<file path="config.mk">
export PLATFORM = sky130hd
export DESIGN_NAME = bus_req_issuer
export DESIGN_NICKNAME = d
export VERILOG_FILES = /design/src/rtl/bus_req_pkg.sv /design/src/rtl/req_fifo.sv /design/src/rtl/bus_req_issuer.sv
export SDC_FILE = /design/constraint.sdc
export NUM_CORES = 1
export LEC_CHECK = 0
export ABC_AREA = 0
export CAP_MARGIN = 20
export CORE_MARGIN = 2
export CORE_UTILIZATION = 59
export CTS_CLUSTER_SIZE = 12
export DETAILED_ROUTE_END_ITERATION = 8
export GPL_TIMING_DRIVEN = 0
export PLACE_DENSITY = 0.81
export SLEW_MARGIN = 10
export SYNTH_ARGS = -nofsm -noshare
export SYNTH_HDL_FRONTEND = slang
export SYNTH_HIERARCHICAL = 1
export SYNTH_SLANG_ARGS = --single-unit
</file>
<file path="constraint.sdc">
create_clock -name clk -period 5.8 [get_ports clk]
set_clock_uncertainty 0.1 [all_clocks]
set_input_delay 1.16 -clock clk [delete_from_list [all_inputs] [get_ports clk]]
set_output_delay 1.16 -clock clk [all_outputs]
set_load 0.03 [all_outputs]
</file>
<file path="src/rtl/bus_req_pkg.sv">
// Shared types for the bus request issuer: FSM states, default-width request
// record and queue level width.
package bus_req_pkg;

  localparam int REQ_BUS_W   = 32;
  localparam int REQ_DATA_W  = 64;
  localparam int REQ_Q_DEPTH = 8;
  localparam int LVL_W       = $clog2(REQ_Q_DEPTH) + 1;

  typedef enum logic {
    IDLE    = 1'b0,
    WAIT_RD = 1'b1
  } fsm_state_e;

  typedef struct packed {
    logic                  write;
    logic [REQ_BUS_W-1:0]  addr;
    logic [REQ_DATA_W-1:0] wdata;
  } req_t;

endpackage

</file>
<file path="src/rtl/req_fifo.sv">
// Synchronous circular-buffer FIFO; level counts 0..DEPTH inclusive.
module req_fifo #(
  parameter int DEPTH = 8,
  parameter int WIDTH = 8,
  localparam int AW = $clog2(DEPTH),
  localparam int LW = AW + 1
) (
  input  logic             clk,
  input  logic             rstn,
  input  logic             push,
  input  logic [WIDTH-1:0] wr_data,
  input  logic             pop,
  output logic [WIDTH-1:0] rd_data,
  output logic             full,
  output logic             empty,
  output logic [LW-1:0]    level
);

  logic [WIDTH-1:0] mem_q [DEPTH];
  logic [WIDTH-1:0] mem_d [DEPTH];
  logic [AW-1:0]    wr_ptr_q, wr_ptr_d, rd_ptr_q, rd_ptr_d;
  logic [LW-1:0]    count_q, count_d;
  logic             do_push, do_pop;

  assign full    = (count_q == LW'(DEPTH));
  assign empty   = (count_q == '0);
  assign level   = count_q;
  assign rd_data = mem_q[rd_ptr_q];
  assign do_push = push && !full;
  assign do_pop  = pop && !empty;

  // Pointers wrap naturally since DEPTH is a power of two.
  always_comb begin
    mem_d    = mem_q;
    wr_ptr_d = wr_ptr_q;
    rd_ptr_d = rd_ptr_q;
    count_d  = count_q;
    if (do_push) begin
      mem_d[wr_ptr_q] = wr_data;
      wr_ptr_d        = wr_ptr_q + AW'(1);
    end
    if (do_pop) rd_ptr_d = rd_ptr_q + AW'(1);
    case ({do_push, do_pop})
      2'b10:   count_d = count_q + LW'(1);
      2'b01:   count_d = count_q - LW'(1);
      default: count_d = count_q;
    endcase
  end

  always_ff @(posedge clk or negedge rstn) begin
    if (!rstn) begin
      mem_q    <= '{default: '0};
      wr_ptr_q <= '0;
      rd_ptr_q <= '0;
      count_q  <= '0;
    end else begin
      mem_q    <= mem_d;
      wr_ptr_q <= wr_ptr_d;
      rd_ptr_q <= rd_ptr_d;
      count_q  <= count_d;
    end
  end

endmodule

</file>
<file path="src/rtl/bus_req_issuer.sv">
// Queues producer read/write requests and issues them in order to design_ip as
// single-cycle sel strobes, returning read data on a valid/ready port.
module bus_req_issuer
  import bus_req_pkg::*;
#(
  parameter int BUS_WIDTH  = 32,
  parameter int DATA_WIDTH = 64,
  parameter int Q_DEPTH    = 8,
  parameter int RD_LATENCY = 2
) (
  input  logic                     clk,
  input  logic                     rstn,
  input  logic                     req_valid,
  output logic                     req_ready,
  input  logic                     req_write,
  input  logic [BUS_WIDTH-1:0]     req_addr,
  input  logic [DATA_WIDTH-1:0]    req_wdata,
  output logic                     rsp_valid,
  input  logic                     rsp_ready,
  output logic [DATA_WIDTH-1:0]    rsp_rdata,
  output logic [BUS_WIDTH-1:0]     addr,
  output logic [DATA_WIDTH-1:0]    wdata,
  output logic                     write,
  output logic                     sel,
  input  logic [DATA_WIDTH-1:0]    rdata,
  output logic [$clog2(Q_DEPTH):0] level
);

  localparam int REQ_W = 1 + BUS_WIDTH + DATA_WIDTH;
  localparam int CNT_W = $clog2(RD_LATENCY + 1);

  logic [REQ_W-1:0]      push_data, head;
  logic                  full, empty, push, pop;
  logic                  head_write;
  logic [BUS_WIDTH-1:0]  head_addr;
  logic [DATA_WIDTH-1:0] head_wdata;
  logic                  rsp_free;

  fsm_state_e            state_q, state_d;
  logic [CNT_W-1:0]      cnt_q, cnt_d;
  logic                  sel_q, sel_d, write_q, write_d;
  logic [BUS_WIDTH-1:0]  addr_q, addr_d;
  logic [DATA_WIDTH-1:0] wdata_q, wdata_d;
  logic                  rsp_valid_q, rsp_valid_d;
  logic [DATA_WIDTH-1:0] rsp_rdata_q, rsp_rdata_d;

  assign push_data  = {req_write, req_addr, req_wdata};
  assign req_ready  = !full;
  assign push       = req_valid && !full;
  assign head_write = head[REQ_W-1];
  assign head_addr  = head[REQ_W-2 -: BUS_WIDTH];
  assign head_wdata = head[DATA_WIDTH-1:0];

  req_fifo #(.DEPTH(Q_DEPTH), .WIDTH(REQ_W)) u_fifo (
    .clk     (clk),
    .rstn    (rstn),
    .push    (push),
    .wr_data (push_data),
    .pop     (pop),
    .rd_data (head),
    .full    (full),
    .empty   (empty),
    .level   (level)
  );

  // A read may only leave the queue if its response can be parked.
  assign rsp_free = !rsp_valid_q || rsp_ready;

  always_comb begin
    state_d     = state_q;
    cnt_d       = cnt_q;
    sel_d       = 1'b0;
    write_d     = 1'b0;
    addr_d      = addr_q;
    wdata_d     = wdata_q;
    pop         = 1'b0;
    rsp_valid_d = rsp_valid_q && !rsp_ready;
    rsp_rdata_d = rsp_rdata_q;
    case (state_q)
      IDLE: begin
        if (!empty) begin
          if (head_write) begin
            pop     = 1'b1;
            sel_d   = 1'b1;
            write_d = 1'b1;
            addr_d  = head_addr;
            wdata_d = head_wdata;
          end else if (rsp_free) begin
            pop     = 1'b1;
            sel_d   = 1'b1;
            addr_d  = head_addr;
            state_d = WAIT_RD;
            cnt_d   = CNT_W'(RD_LATENCY);
          end
        end
      end
      WAIT_RD: begin
        // Counter reaches zero in the cycle design_ip drives valid rdata.
        if (cnt_q == '0) begin
          rsp_valid_d = 1'b1;
          rsp_rdata_d = rdata;
          state_d     = IDLE;
        end else begin
          cnt_d = cnt_q - CNT_W'(1);
        end
      end
      default: state_d = IDLE;
    endcase
  end

  always_ff @(posedge clk or negedge rstn) begin
    if (!rstn) begin
      state_q     <= IDLE;
      cnt_q       <= '0;
      sel_q       <= 1'b0;
      write_q     <= 1'b0;
      addr_q      <= '0;
      wdata_q     <= '0;
      rsp_valid_q <= 1'b0;
      rsp_rdata_q <= '0;
    end else begin
      state_q     <= state_d;
      cnt_q       <= cnt_d;
      sel_q       <= sel_d;
      write_q     <= write_d;
      addr_q      <= addr_d;
      wdata_q     <= wdata_d;
      rsp_valid_q <= rsp_valid_d;
      rsp_rdata_q <= rsp_rdata_d;
    end
  end

  assign sel       = sel_q;
  assign write     = write_q;
  assign addr      = addr_q;
  assign wdata     = wdata_q;
  assign rsp_valid = rsp_valid_q;
  assign rsp_rdata = rsp_rdata_q;

endmodule

</file>
**Run 1: clock wires, drivers and flops**

The bar under the picture is 100 um long.
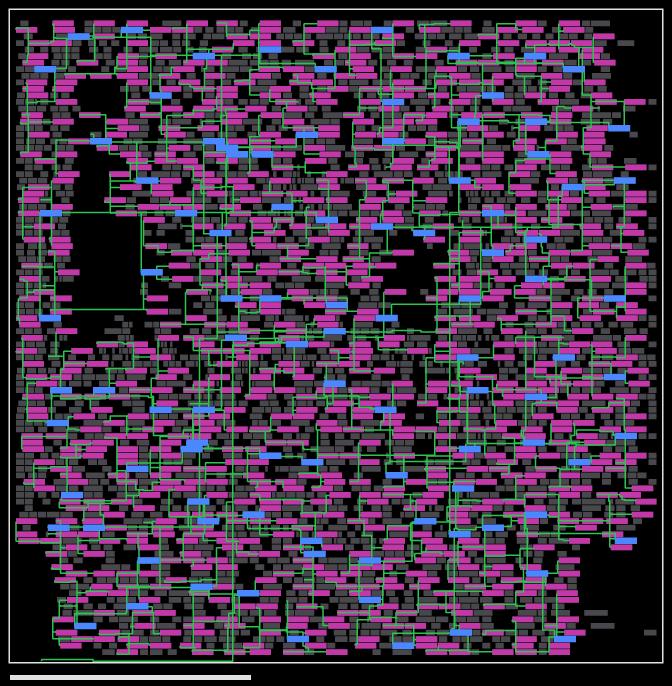
[flip-flops] magenta | count: 952
[clock wires] green | length: 11000 um
[clock drivers] blue | count: 98
routed clock nets	99

**Run 1: wiring by layer**

The bar under the picture is 100 um long.
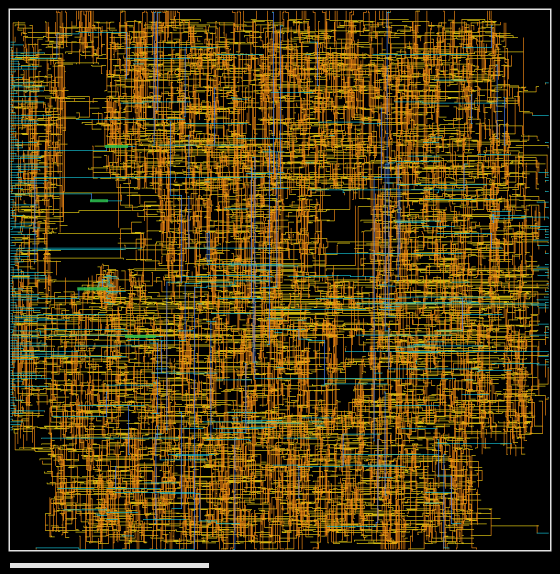
layer	color	wire length
metal 4	blue	2470 um
metal 3	cyan	5250 um
metal 1	yellow	40.2 mm
metal 5	green	45.1 um
metal 2	orange	48.6 mm
wire per inst: 24.96 um
all-layer global routing usage: 27.14%
DR vias: 23129
WL final: 96600 um

**Run 1: routing congestion**

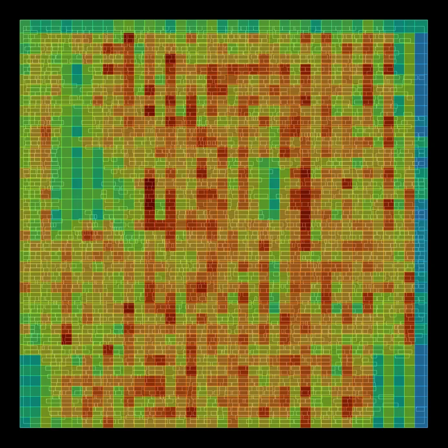
global route hottest layer: met2
met2 Resource Use GR: 44.93%
GR Util met3: 5.237%
Finished Core Util: 70.93%
met1 Use GR: 36.45%

==> results.toml, run 1 <==
# synthesis and place-and-route metrics
[run_status]
outcome = "finished, final reports clean"

[power_and_ir_drop]
comb_power_share_pct = 44.1
netSwitchingPower_w = 0.01027
powerClk_w = 0.00607
p_leak_nw = 21.22
p_int_w = 0.02179
seqPwrFrac_pct = 37.0

[final_timing]
setup_tns_ns = 0
worst_pin_slew_ns = 0.9761
period_used_pct = 97.61
rsz0062_at_grt = "no"
maxSlewHeadroom_pct = 34.92
fin_crit_ns = 5.661

[yosys]
ys_types = 46
syn_avg_cell_area_um2 = 17.42
yosysChipArea_mm2 = 0.04198
netlist_instances = 2410
top_cell_area_share_pct = 56.74
synth_area_mm2 = 0.04198
synth-seq-cells = 952
yosys_warnings = 6
ys.flop_type = "dfrtp_1"
largest_area_cell = "dfrtp_1"
fp_nets = 2582

[clock_tree]
cts_resized = 0
clock_latency_ns = 0.64
cts_setup_buffers = 0
cts_root_buffer = "clkbuf_16"
htree_num_levels = 3
cts_made_buffers = 98
cts_tree = "yes"

[critical_path]
path_delay_family = "buffers and inverters"
critPathMaxStageDelay_ns = 0.80
critical_path_class = "reg2reg"
cp.arrival_ns = 6.07
cp_num_buf_inv = 6
r2r_cells = 15
cp_slowest_cell = "clkdlybuf4s15_1"
crit_path_end_kind = "flip-flop"
cp-endpoint = "u_fifo/level[3]$_DFFE_PN0P_"
start_kind = "flip-flop"

[grt]
grt_max_degree = 119
grt_pass1_wl_um = 153100
globalRoute.totalOverflow = 0

[final_layout]
buffers = 497
nClkBuffers = 158
clk_share_pct = 6.225
inv_count = 9
seq_cells = 952
area_growth_pct = 18.73
final_cell_mix = "952 x dfrtp_1, 882 x mux2_2, 331 x clkdlybuf4s50_1, 194 x mux4_2, 148 x mux2_4"
comb_share_pct = 34.33
design_area_mm2 = 0.04985
seq-cell-share_pct = 47.79

[floorplanning]
pin_count = 333
taps = 940
die_h_um = 270.8
die_width_um = 270.8
core_area_mm2 = 0.07027

[placed_design]
post-place-ws_ns = 0.2354
place.gp.congestion = 0.7750
placed_area_mm2 = 0.04671

[min_path]
hp-class = "reg2reg"

[routing]
drc = 0
wl_met2_um = 48590
viasPerCell = 5.976
[run 1: logic make-up after synthesis]
family                   after synthesis  share of synthesized area (%)
AND-OR/OR-AND                         10                         0.1758
XOR/XNOR                               6                         0.1252
adder cells (fa/ha/maj)                7                         0.2265
buffers and inverters                166                          2.494
flip-flops                           952                          56.74
multiplexers                        1230                          39.52
AND/OR/NAND/NOR                       39                         0.7183
[run 1: per-stage QoR]
| step | utilization, % | power [W] | hold WS (ns) | cells |
|---|---|---|---|---|
| global placement | 66.15 | 0.02544 | 0.3630 | 3682 |
| finish | 70.93 | 0.03206 | 0.3873 | 3870 |
| floorplan | - | 0.02176 | 0.3524 | 2410 |
| detailed placement | 66.47 | 0.02605 | 0.3744 | 3690 |
| CTS | 70.88 | 0.03230 | 0.3875 | 3859 |
| global route | 70.93 | 0.03373 | 0.4044 | 3868 |
[run 1: synth_stat cells, types with 2 or more instances]
master,n
a21oi_1,2
buf_1,3
buf_12,8
buf_2,72
buf_4,17
buf_6,18
clkbuf_1,39
dfrtp_1,952
ha_1,6
inv_1,8
mux2_1,5
mux2_2,882
mux2_4,148
mux4_2,194
nand2_1,12
nand3_1,3
nand4b_2,2
nor2_1,2
nor2b_1,2
nor3b_1,3
nor4b_4,2
o211ai_1,2
xnor2_1,5
[run 1: state kept, by name, indices dropped and copies added, names as in the netlist]
register / cells
addr: 32
u_fifo/mem_q: 776
u_fifo/wr_ptr_q: 3
cnt_q: 2
sel: 1
u_fifo/rd_ptr_q: 3
wdata: 64
rsp_valid: 1
rsp_rdata: 64
write: 1
state_q: 1
u_fifo/level: 4
[run 1: worst reg2reg max path, stage by stage (launching register included)]
cell	delay, ns
dfrtp_1	0.36
clkbuf_1	0.32
clkdlybuf4s15_1	0.80
clkbuf_1	0.62
mux4_2	0.40
mux2_2	0.34
o21a_1	0.22
buf_6	0.17
buf_12	0.17
o41ai_1	0.15
inv_1	0.20
ha_1	0.36
ha_1	0.40
or4b_2	0.69
o311ai_0	0.14
o211ai_1	0.12
[run 1: worst min-delay path by stage]
stage	from	endpoint	slack, ns	depth (start not counted)
floorplan	u_fifo/mem_q[174]$_DFFE_PN0P_	u_fifo/mem_q[174]$_DFFE_PN0P_	0.35	1
global placement	u_fifo/mem_q[190]$_DFFE_PN0P_	u_fifo/mem_q[190]$_DFFE_PN0P_	0.36	1
global route	u_fifo/mem_q[92]$_DFFE_PN0P_	u_fifo/mem_q[92]$_DFFE_PN0P_	0.40	1
CTS	u_fifo/mem_q[92]$_DFFE_PN0P_	u_fifo/mem_q[92]$_DFFE_PN0P_	0.39	1
finish	u_fifo/mem_q[92]$_DFFE_PN0P_	u_fifo/mem_q[92]$_DFFE_PN0P_	0.39	1
detailed placement	u_fifo/mem_q[92]$_DFFE_PN0P_	u_fifo/mem_q[92]$_DFFE_PN0P_	0.37	1
[run 1: routing by layer]
layer  GRT usage (%)  vias up
met5               0        -
met4           9.043        8
met1           36.45    12462
met2           44.93      641
met3           5.237      146
li1                -     9872
**Run 1: cells colored by class**

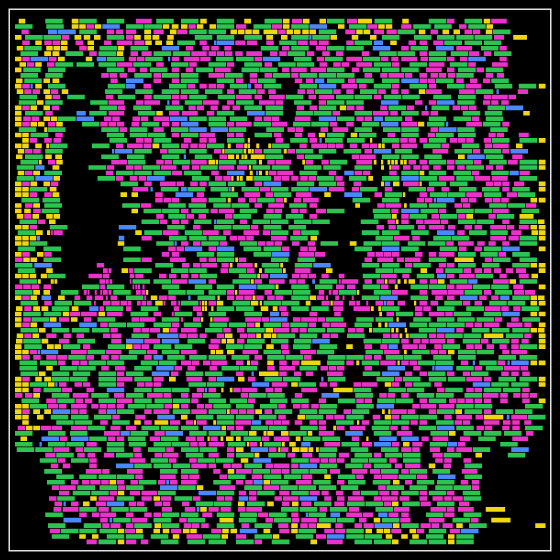

## Run 2: what changed since run 1
--- a/config.mk
+++ b/config.mk
@@ -8,11 +8,12 @@
 export ABC_AREA = 0
 export CAP_MARGIN = 20
 export CORE_MARGIN = 2
-export CORE_UTILIZATION = 59
+export CORE_UTILIZATION = 60
 export CTS_CLUSTER_SIZE = 12
 export DETAILED_ROUTE_END_ITERATION = 8
+export DONT_BUFFER_PORTS = 1
 export GPL_TIMING_DRIVEN = 0
-export PLACE_DENSITY = 0.81
+export PLACE_DENSITY = 0.76
 export SLEW_MARGIN = 10
 export SYNTH_ARGS = -nofsm -noshare
 export SYNTH_HDL_FRONTEND = slang
==> constraint.sdc (replaced) <==
create_clock -name clk -period 5.3 [get_ports clk]
set_clock_uncertainty 0.1 [all_clocks]
set_input_delay 1.06 -clock clk [delete_from_list [all_inputs] [get_ports clk]]
set_output_delay 1.06 -clock clk [all_outputs]
set_load 0.03 [all_outputs]
**Run 2: cells colored by class**

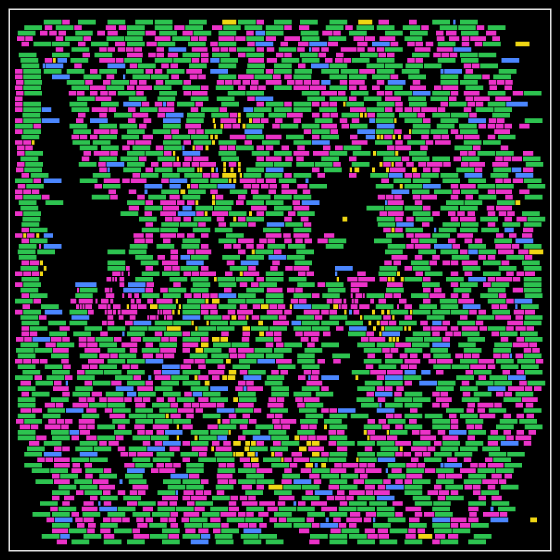
class	color	cells	share of their area
clock drivers and dummy loads	blue	164	6.9%
remaining buffers and delay cells	yellow	157	2.3%
combinational and other logic	magenta	1301	38%
sequential cells	green	952	53%

**Run 2: wiring by layer**

The bar under the picture is 100 um long.
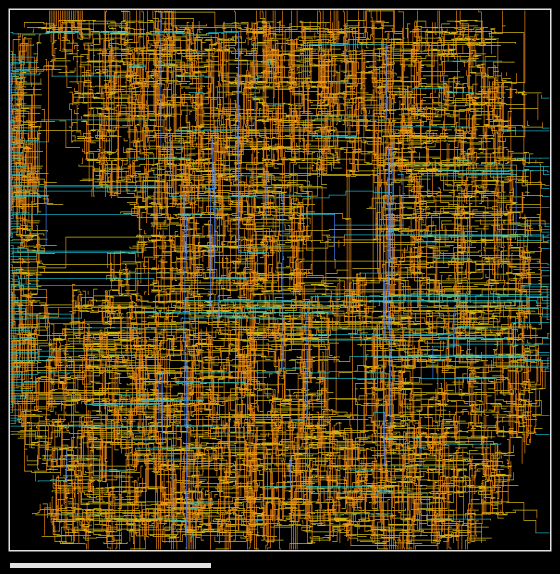
layer	color	wire length
metal 3	cyan	6360 um
metal 1	yellow	38.9 mm
metal 4	blue	1950 um
metal 2	orange	46.0 mm
WL final: 93260 um
DR vias: 21691
wire per inst: 26.59 um
all-layer global routing usage: 26.33%

==> run 2 against run 1 <==
Critical path type unchanged. Synthesized area is the same. Register-to-register slack better by 0.06 ns. Wire length decreased by 3.4%. Non-clock buffer count decreased by 340. Design area decreased by 7.1%. Combinational power down about 10%. Largest power group is now sequential cells. The run now ends with slew limit left. Clock power rose by about 10%. Sequential power up 21%. Via count is 6.2% lower. Critical path depth is 1 lower.
==> results.toml, run 2 <==
# synthesis and place-and-route metrics
[routing]
drc = 0
viasPerCell = 6.185
drt_iter0_drc = 1363

[job]
maxCapViolCount = 0
warnings = 29

[yosys]
synth-edff-count = 0
fp_nets = 2582
ys_types = 46
synth_area_mm2 = 0.04198
top_cell_area_share_pct = 56.74
largest_area_cell = "dfrtp_1"
syn_avg_cell_area_um2 = 17.42
netlist_instances = 2410
yosysChipArea_mm2 = 0.04198
yosys_warnings = 6
top_cell = "dfrtp_1"
synthTopCellsByCount = "952 x dfrtp_1, 882 x mux2_2, 194 x mux4_2"
synth-seq-cells = 952
ys.flop_type = "dfrtp_1"
ys_seq_share_pct = 56.74

[floorplanning]
initCoreUtil_pct = 60.89
core_area_mm2 = 0.06895
pin_count = 333
die_h_um = 268.5
die_width_um = 268.5

[critical_path]
critPathMaxStageDelay_ns = 0.80
cp_num_buf_inv = 5
start_kind = "flip-flop"
cp.arrival_ns = 5.52
crit_path_end_kind = "flip-flop"
cp_slowest_cell = "clkbuf_1"
r2r_cells = 14
path_delay_family = "buffers and inverters"
critical_path_class = "reg2reg"
required_ns = 5.72

[final_timing]
slew_violations = 892
fin_crit_ns = 5.097
period_used_pct = 96.17
setup_tns_ns = 0
maxSlewHeadroom_pct = -299.7
rsz0062_at_grt = "no"
hold_violations = 0
hold-worst-slack_ns = 0.08073
worst_pin_slew_ns = 5.995

[placed_design]
place_hpwl_um = 59770
place.gp.congestion = 0.8127
dpl.cell_count = 3341

[run_status]
failed_checks = "slew limit"
outcome = "complete, but fails checks"

[grt]
grt_max_degree = 953
globalRoute.totalOverflow = 0
grt_pass1_wl_um = 143800

[final_layout]
area_growth_pct = 10.26
final_cell_mix = "952 x dfrtp_1, 882 x mux2_2, 194 x mux4_2, 148 x mux2_4, 101 x clkbuf_16"
drive_above_1_share_pct = 58.16
final_common_cell = "dfrtp_1"
fin_cells = 3507
largest-register = "u_fifo/mem_q"
largest_reg_flops = 776

[power_and_ir_drop]
power_density_mw_per_mm2 = 724.1
p_leak_nw = 19.86

[min_path]
hp-class = "in2async"

[clock_tree]
clock_latency_ns = 0.65
cts_made_buffers = 98
clock-sinks = 952
htree_num_levels = 3
path_clk_slew_ns = 0.06
cts_tree = "yes"
cts_root_buffer = "clkbuf_16"
[run 2: cell count changes in the layout (fill, tap and decap cells not counted), moves of 2 or more]
| cell | previous run | this run |
|---|---|---|
| bufinv_16 | 1 | 3 |
| clkbuf_8 | 27 | 22 |
| diode_2 | 11 | 2 |
| clkbuf_1 | 67 | 57 |
| clkbuf_4 | 0 | 2 |
| clkinv_2 | 7 | 13 |
| clkdlybuf4s50_1 | 331 | 0 |
| clkinv_8 | 0 | 2 |
| buf_16 | 8 | 0 |
| inv_6 | 4 | 2 |
[run 2: cell type report]
type	instances	area, um^2
antenna	2	5.005
buffer	156	1012
clock buffer	144	2909
clock inverter	20	216.5
fill	4628	22650
inverter	9	38.79
multi-input combinational	1292	17110
sequential	952	23820
tap	931	1165
timing repair buffer	1	10.01
[run 2: routing by layer]
metal  GRT usage [%]  routed length, um
met3           7.014               6355
met4           6.817               1949
met2           42.78              46030
met1           35.63              38930
met5               0                  0
[run 2: cells by family (layout without fill, tap and decap cells)]
kind of cell	count (synthesis)	after routing	synth area share, %
compound gates	10	10	0.1758
xor+xnor	6	6	0.1252
fa+ha+maj	7	7	0.2265
buf+inv	166	330	2.494
flops	952	952	56.74
mux	1230	1230	39.52
other cells	0	2	0
simple gates	39	39	0.7183
[run 2: stage by stage]
stage	instance area (um^2)	total power (W)	worst slack, ns	util [%]
global route	46290	0.03519	0.004896	67.14
finish	46290	0.03352	0.2029	67.14
floorplan	41980	0.02381	1.007	-
CTS	46270	0.03373	0.007206	67.11
detailed placement	43150	0.02690	-0.5631	62.58
global placement	43150	0.02613	-0.5291	62.58
[run 2: timing repair]
item,CTS,global route
hold buffers,0,1
setup endpoints to repair,1,1
gates cloned,0,0
hold endpoints to repair,0,1
setup buffers,0,0
gates resized,2,3
[run 2: final timing paths]
kind | startpoint | end | slack (ns)
worst min-delay path | rstn | u_fifo/mem_q[555]$_DFFE_PN0P_ | 0.08
worst max-delay path | u_fifo/rd_ptr_q[1]$_DFFE_PN0P_ | u_fifo/level[3]$_DFFE_PN0P_ | 0.20
worst min register to register | u_fifo/mem_q[93]$_DFFE_PN0P_ | u_fifo/mem_q[93]$_DFFE_PN0P_ | 0.39
worst max register to register | u_fifo/rd_ptr_q[1]$_DFFE_PN0P_ | u_fifo/level[3]$_DFFE_PN0P_ | 0.20
min in group clk | u_fifo/mem_q[93]$_DFFE_PN0P_ | u_fifo/mem_q[93]$_DFFE_PN0P_ | 0.39
max in group asynchronous | rstn | u_fifo/mem_q[528]$_DFFE_PN0P_ | 0.43
[run 2: report_power, final]
part | leakage (nW) | switching (W) | internal [W]
clock | 1.55 | 0.00277 | 0.00392
combinational | 6.85 | 0.00466 | 0.00779
sequential | 11.5 | 0.00339 | 0.0110
total | 19.9 | 0.0108 | 0.0227
**Run 2: power grid**

Pins as bars on the die edge. Tap cells in gray.
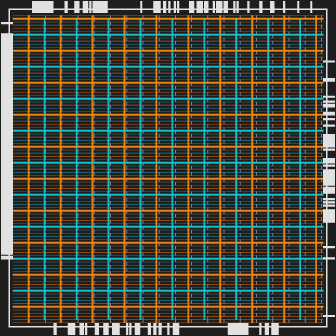

## Run 3: what changed since run 2
--- a/config.mk
+++ b/config.mk
@@ -8,12 +8,11 @@
 export ABC_AREA = 0
 export CAP_MARGIN = 20
 export CORE_MARGIN = 2
-export CORE_UTILIZATION = 60
+export CORE_UTILIZATION = 34
 export CTS_CLUSTER_SIZE = 12
 export DETAILED_ROUTE_END_ITERATION = 8
 export DONT_BUFFER_PORTS = 1
 export GPL_TIMING_DRIVEN = 0
-export PLACE_DENSITY = 0.76
 export SLEW_MARGIN = 10
 export SYNTH_ARGS = -nofsm -noshare
 export SYNTH_HDL_FRONTEND = slang
**Run 3: power grid**

Pins as bars on the die edge. Tap cells in gray.
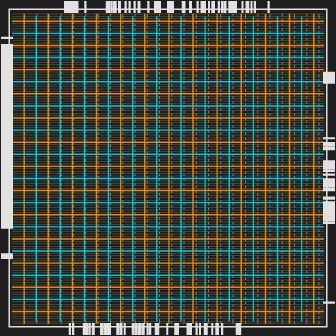
net	color
VSS	orange
VDD	cyan
met5 straps	25
met1 rails	129
met4 straps	25
signal pins	333
tap cells	1625

**Run 3: clock wires, drivers and flops**

The bar under the picture is 100 um long.
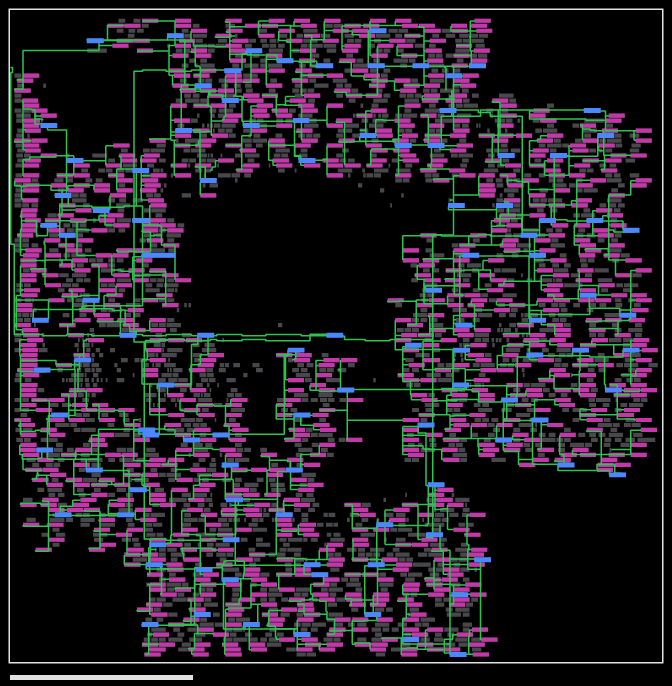
[flip-flops] magenta | count: 952
[clock wires] green | length: 12600 um
[clock drivers] blue | count: 107
flops lie	widely spread
Late-Pin Clk Latency: 0.74 ns
clock share of power: 21.2%
clock-net power: 0.00734 W

==> run 3 against run 2 <==
The run now ends clean. Cell count increased by 21%. Critical path depth unchanged. Register-to-register slack improved by 0.23 ns. Non-clock buffer count increased by 9. Sequential share of layout area decreased by 1.7 points. Hold slack improved by 0.13 ns. Count of clock-buffer cells in the layout increased by 12. Wire length increased by 12%. Utilization decreased by 28 points. Design area increased by 3.3%. Die area increased by 75%. Synthesized area unchanged.
==> results.toml, run 3 <==
# synthesis and place-and-route metrics
[run_status]
outcome = "finished, final reports clean"

[final_timing]
rsz0062_at_grt = "no"
hold_violations = 0
setup_viol = 0
period_used_pct = 91.87
slew_violations = 0
hold-worst-slack_ns = 0.2068
maxSlewHeadroom_pct = 7.204
fin_crit_ns = 4.869
worst_pin_slew_ns = 1.392
max_freq_ghz = 0.2054

[routing]
ant_nets = 0
viasPerCell = 5.141
firstDrtPassIters = 5
via_count = 21825
drt_iter0_drc = 1145
wl_per_cell_um = 24.71
drc = 0
wl_um = 104900

[critical_path]
crit_start = "u_fifo/rd_ptr_q[1]$_DFFE_PN0P_"
start_kind = "flip-flop"
critical_path_class = "reg2reg"
cp_max_fo = 11
required_ns = 5.81
crit_path_end_kind = "flip-flop"
cp.arrival_ns = 5.38
timing.rr.start = "u_fifo/rd_ptr_q[1]$_DFFE_PN0P_"

[floorplanning]
die_width_um = 355.4
rows = 128
pin_count = 333
core_area_mm2 = 0.1222
die_h_um = 355.4
initCoreUtil_pct = 34.36
die_area_mm2 = 0.1263

[clock_tree]
cts_tree = "yes"
clock_path_buffers = 3
htree_num_levels = 3
cts_setup_buffers = 0
clock-sinks = 952
path_clk_slew_ns = 0.06
cts_root_buffer = "clkbuf_16"
cts_made_buffers = 107

[grt]
grt_max_degree = 953
grt_pass1_vias = 24854
globalRoute.totalOverflow = 0
grt_pass1_wl_um = 158500
track_usage_pct = 16.69
antenna_found_initial = 4

[final_layout]
nets = 2700
comb_area_mm2 = 0.01713
final_cell_mix = "952 x dfrtp_1, 882 x mux2_2, 194 x mux4_2, 148 x mux2_4, 109 x clkbuf_16"
largest-register = "u_fifo/mem_q"
regArea_mm2 = 0.02382
fin_cells = 4245
area_growth_pct = 13.92
nFillCells = 11034
final_common_cell = "dfrtp_1"
drive_above_1_share_pct = 58.96
largest_reg_flops = 776

[placed_design]
numPortBuffers = 0
dpl.cell_count = 4039
place.gp.congestion = 0.7658
place_hpwl_um = 67850

[yosys]
syn_avg_cell_area_um2 = 17.42
synth-edff-count = 0
yosysChipArea_mm2 = 0.04198
yosys_warnings = 6
synthTopCellsByCount = "952 x dfrtp_1, 882 x mux2_2, 194 x mux4_2"
yosysCellCount = 2410
ys.flop_type = "dfrtp_1"
synth-seq-cells = 952
ys_seq_share_pct = 56.74
top_cell_area_share_pct = 56.74
netlist_instances = 2410
ys_types = 46
synth_area_mm2 = 0.04198
top_cell = "dfrtp_1"
largest_area_cell = "dfrtp_1"
async_flop_share_pct = 100.0
top_cells_by_area = "dfrtp_1 57%, mux2_2 24%, mux4_2 10%"
fp_nets = 2582

[job]
maxCapViolCount = 0
warnings = 38

[power_and_ir_drop]
p_leak_nw = 20.18
total_power_w = 0.03455
ir_drop_uv = 387.8
power_density_mw_per_mm2 = 722.5

[min_path]
hp-class = "in2async"
==> run 3: cell counts after synthesis <==
No cell type changed its count.
==> run 3: power breakdown <==
group / leakage [nW] / total, W / internal (W) / switching [W]
Combinational: 6.96 / 0.0128 / 0.00785 / 0.00499
Clock: 1.77 / 0.00734 / 0.00429 / 0.00306
Sequential: 11.5 / 0.0144 / 0.0110 / 0.00340
Total: 20.2 / 0.0346 / 0.0231 / 0.0114
==> run 3: path summary, 6_finish.rpt <==
kind	end	slack (ns)	depth (start not counted)
min reg2reg	u_fifo/mem_q[190]$_DFFE_PN0P_	0.38	1
max in group asynchronous	rsp_rdata[17]$_DFFE_PN0P_	2.39	3
max	u_fifo/level[3]$_DFFE_PN0P_	0.43	14
min	u_fifo/mem_q[280]$_DFFE_PN0P_	0.21	1
max reg2reg	u_fifo/level[3]$_DFFE_PN0P_	0.43	14
min in group clk	u_fifo/mem_q[92]$_DFFE_PN0P_	0.35	1
==> run 3: timing repair <==
| action | in CTS | in global routing |
|---|---|---|
| endpoints found under the hold margin | 482 | 147 |
| setup endpoints to repair | 3 | 1 |
| gates resized | 5 | 5 |
==> run 3: kinds of logic after synthesis <==
group / after synthesis / synth area share (%)
AND-OR/OR-AND: 10 / 0.1758
AND/OR/NAND/NOR: 39 / 0.7183
buffers and inverters: 166 / 2.494
adder cells (fa/ha/maj): 7 / 0.2265
multiplexers: 1230 / 39.52
flip-flops: 952 / 56.74
XOR/XNOR: 6 / 0.1252
==> run 3: layout make-up <==
| class | count | share of cell area, % |
|---|---|---|
| Clock buffer | 156 | 6.595 |
| Sequential cell | 952 | 49.81 |
| Multi-Input combinational cell | 1292 | 35.81 |
| Buffer | 155 | 2.145 |
| Clock inverter | 42 | 0.8319 |
| Timing Repair Buffer | 11 | 0.4604 |
| Inverter | 9 | 0.08110 |
| Tap cell | 1625 | 4.251 |
| Antenna cell | 3 | 0.01570 |
==> run 3: routing by layer <==
layer  wire length (um)  GRT usage, %
met1              43460         20.35
met2              51250         27.65
met3               6922         5.226
met4               3248         6.339
met5                 13             0
==> run 3: worst max-delay path, stage by stage (launching register included) <==
cell and delay (ns):
dfrtp_1 0.37, clkbuf_2 0.37, clkbuf_2 0.47, mux4_2 0.39, mux2_2 0.37, o21a_1 0.23, buf_6 0.18, buf_12 0.18
o41ai_1 0.16, inv_1 0.21, ha_1 0.35, ha_1 0.40, or4b_2 0.69, o311ai_0 0.12, o211ai_1 0.13
==> run 3: stage by stage <==
stage	cell area (um^2)	setup TNS [ns]	util (%)	worst slack, ns
final	47830	0	39.14	0.4311
after global routing	47820	0	39.14	0.1674
after CTS	47650	0	39.00	0.1144
after detailed placement	44090	-0.9210	36.08	-0.7551
after global placement	44020	-2.804	36.02	-1.262
after floorplan	41980	0	-	1.007
Power figures rest on the tool's default switching activity, not on a simulated workload.
